Figure 1. Sizing map (run 1).
Scale bar: 50 um.
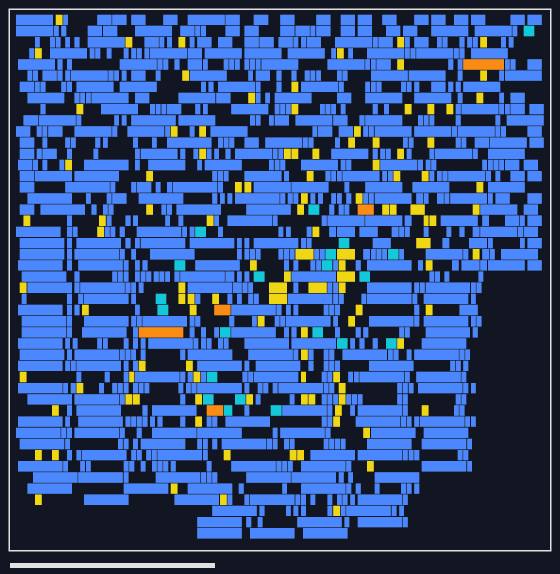
Figure 2. M4 wires (run 1).
Scale bar: 50 um.
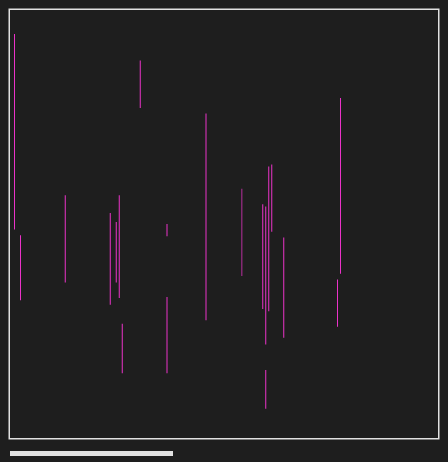
Figure 3. Clock network drawn from the DEF (run 1).
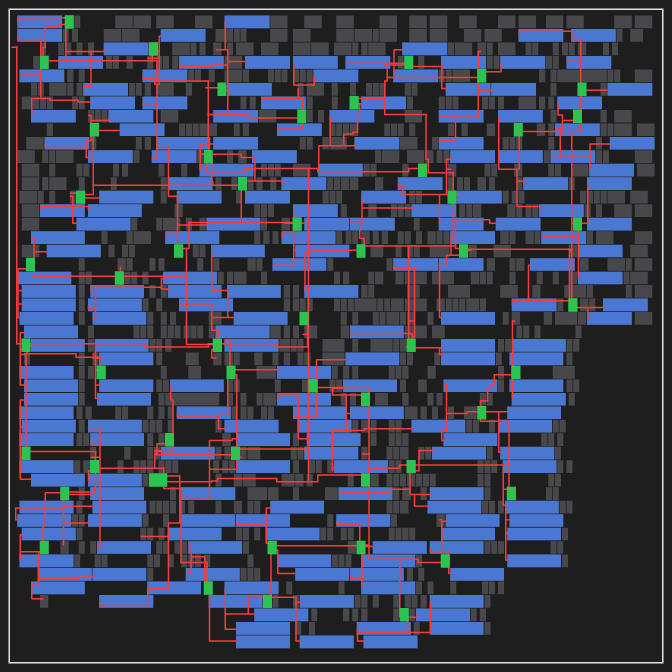
==> config.mk <==
export PLATFORM = sky130hd
export DESIGN_NAME = window_3x3_linebuffer
export DESIGN_NICKNAME = d
export VERILOG_FILES = /design/src/rtl/window_3x3_linebuffer.sv
export SDC_FILE = /design/constraint.sdc
export NUM_CORES = 1
export LEC_CHECK = 0
export ABC_AREA = 1
export CAP_MARGIN = 20
export CORE_UTILIZATION = 50
export CTS_BUF_LIST = sky130_fd_sc_hd__clkbuf_2
export DETAILED_ROUTE_END_ITERATION = 16
export GPL_ROUTABILITY_DRIVEN = 1
export GPL_TIMING_DRIVEN = 0
export HOLD_SLACK_MARGIN = 0.05
export PLACE_DENSITY_LB_ADDON = 0.12
export SLEW_MARGIN = 10
export SYNTH_ARGS = -nofsm -noshare
export SYNTH_HDL_FRONTEND = slang
export SYNTH_SLANG_ARGS = --single-unit
==> constraint.sdc <==
create_clock -name clk -period 4 [get_ports clk]
set_clock_uncertainty 0.2 [all_clocks]
set_input_delay 0.8 -clock clk [delete_from_list [all_inputs] [get_ports clk]]
set_output_delay 0.8 -clock clk [all_outputs]
set_load 0.1 [all_outputs]
==> results.txt <==
Syn_nets - 863
Final Cycle Share - 0.878
Crit path capture type - primary output
Final core utilization - 0.619
RePlAce Congestion - 0.812
Hold Crit Depth - 2
CP max stage cell - clkdlybuf4s50_1
RSZ-0062 raised after global routing - no
Max-cap viol count - 0
Initial antenna violation count - 1
Commonest flop - edfxtp_1
Met1 Track Usage GR - 0.306
Critical path buffers and inverters - 3
Most common logic cells in the final layout - 551 x nand2_1, 128 x edfxtp_1, 85 x clkdlybuf4s50_1
Global route hottest layer - met2
Worst-margin pin slew - 1.03 ns
DRC - 0
Mapped Cells - 845
Die ar. - 17300 um^2
Antenna Violating Nets Remaining - 0
Worst-path cell chain - clkdlybuf4s50_1 -> inv_1 -> nand2_1 -> clkdlybuf4s50_1
Vias in the first global route - 5886
Clock Path Buffers - 3
Filler Cells Inserted - 1363
Largest net degree at the start of global routing - 47
Grt total ovfl - 0
TritonCTS Buffers - 52
Status - finished, final reports clean
Ports - 87
H-tree level count - 2
Crit Path Max Fanout - 3
DRT Pass-1 Iters - 4
Vias per Instance - 4.86
Final non-filler cell total - 1260
Achievable Freq - 285 MHz
CP arrival - 2.51 ns
Tool warning count - 29
Yosys warnings - 0
Register bit total from synthesis - 208
Yosys stat chip area - 8400 um^2
Nets - 1021
Seq/Total Area, Yosys - 0.696
Critical Path RT - 3.00 ns
WP depth - 4
Dpl hpwl - 13200 um
Reg clk slew, reported paths - 0.09 ns
Post-CTS Resized - 0
Synth-to-layout area growth - 21.4%
Unique cell types - 20
CP most frequent cell - clkdlybuf4s50_1
Met3 Track Usage GR - 0.0532
Width of the chip - 132 um
Post-synth top cells - 551 x nand2_1, 128 x edfxtp_1, 80 x dfrtp_1, 26 x buf_2, 9 x clkbuf_1
Clk sinks - 208
DP Cell Count - 1168
Setup violators final - 0
Routed len/inst - 15.6 um
Area leader, netlist - edfxtp_1
Share of post-route cells with drive strength above 1 - 0.133
Final Hold Fails - 0
Ys async rst share - 0.385
Placed cell area - 9730 um^2
Worst stage delay on the critical path - 1.14 ns
CP delay by family, top - buffers and inverters
GRT Overall Usage - 0.234
Pre-CTS setup slack - 0.482 ns
Yosys top cell by instances - nand2_1
Cell Area, Synth - 8400 um^2
Final Critical Period - 3.51 ns
Relative slew slack - 0.314
Yosys cell count - 845
Global-route wire length before repair - 30900 um
Post-synth EDFFs - 128
Crit path kind - primary input to primary output
IO Port Bufs - 86
Synth area leaders - edfxtp_1 46%, nand2_1 25%, dfrtp_1 24%
Global-route track usage on met2 - 0.375
Critical path launch point type - primary input
Starting Density - 0.510
Fin worst setup slack - 0.489 ns
Max Slew Vio Count - 0
## Picture notes: Figure 1
colour	size	cells	share	most used
cyan	_3 and _4 cells	21	2.0%	buf_4
orange	_6 and larger	5	0.48%	buf_6
yellow	_2 cells	112	11%	clkbuf_2
blue	_0 and _1 cells	901	87%	nand2_1
Non-clk bufs: 147
post-route cell area: 10200 um^2

## Picture notes: Figure 2
longest straight run	63.2 um
share of all routed wire	2.9%
vias: 6120
Post-Route WL: 19600 um

## Picture notes: Figure 3
[green] clock drivers | count: 52
[blue] flip-flops | count: 208
[red] clock wires | length: 2630 um
routed clock nets	53
flops lie	widely spread
clk latency late pin: 0.79 ns

-- run 1: routing by layer --
metal / wire length [um] / vias up
met1: 8190 / 2829
met4: 578 / 0
met2: 9530 / 211
met5: 0 / -
met3: 1320 / 43
li1: - / 3037
-- run 1: cell type report --
cell class / count / area, um^2 / area share
sequential: 208 / 5850 / 0.573
multi-input combinational: 585 / 2330 / 0.229
timing repair buffer: 104 / 1010 / 0.0994
clock buffer: 74 / 370 / 0.0363
tap: 220 / 275 / 0.0270
buffer: 43 / 231 / 0.0227
clock inverter: 16 / 86.3 / 0.00847
inverter: 9 / 36.3 / 0.00356
antenna: 1 / 2.50 / 0.000245
-- run 1: logic make-up (layout without fill, tap and decap cells) --
logic type	Yosys count	count (layout)	share of synthesized area
AND-OR/OR-AND	10	10	0.00596
AND/OR/NAND/NOR	569	569	0.257
other	0	1	0
buffers and inverters	52	246	0.0319
adder cells (fa/ha/maj)	6	6	0.00894
flip-flops	208	208	0.696
-- run 1: per-stage QoR --
step | hold WS (ns) | TNS [ns]
after global placement | 0.262 | -218.96
final | 0.283 | 0
after global routing | 0.281 | 0
after detailed placement | 0.265 | 0
after floorplan | 0.271 | -32.04
after CTS | 0.263 | 0
-- run 1: worst reg2reg max path, cell delays in order, from the launching register on --
cell,delay (ns)
dfrtp_1,0.42
clkinv_1,0.38
buf_2,0.35
nor4_2,0.78
buf_4,0.31
-- run 1: repair_timing --
item | CTS | global route
hold buffers | 1 | 0
setup endpoints to repair | 0 | 0
hold endpoints to repair | 34 | 0
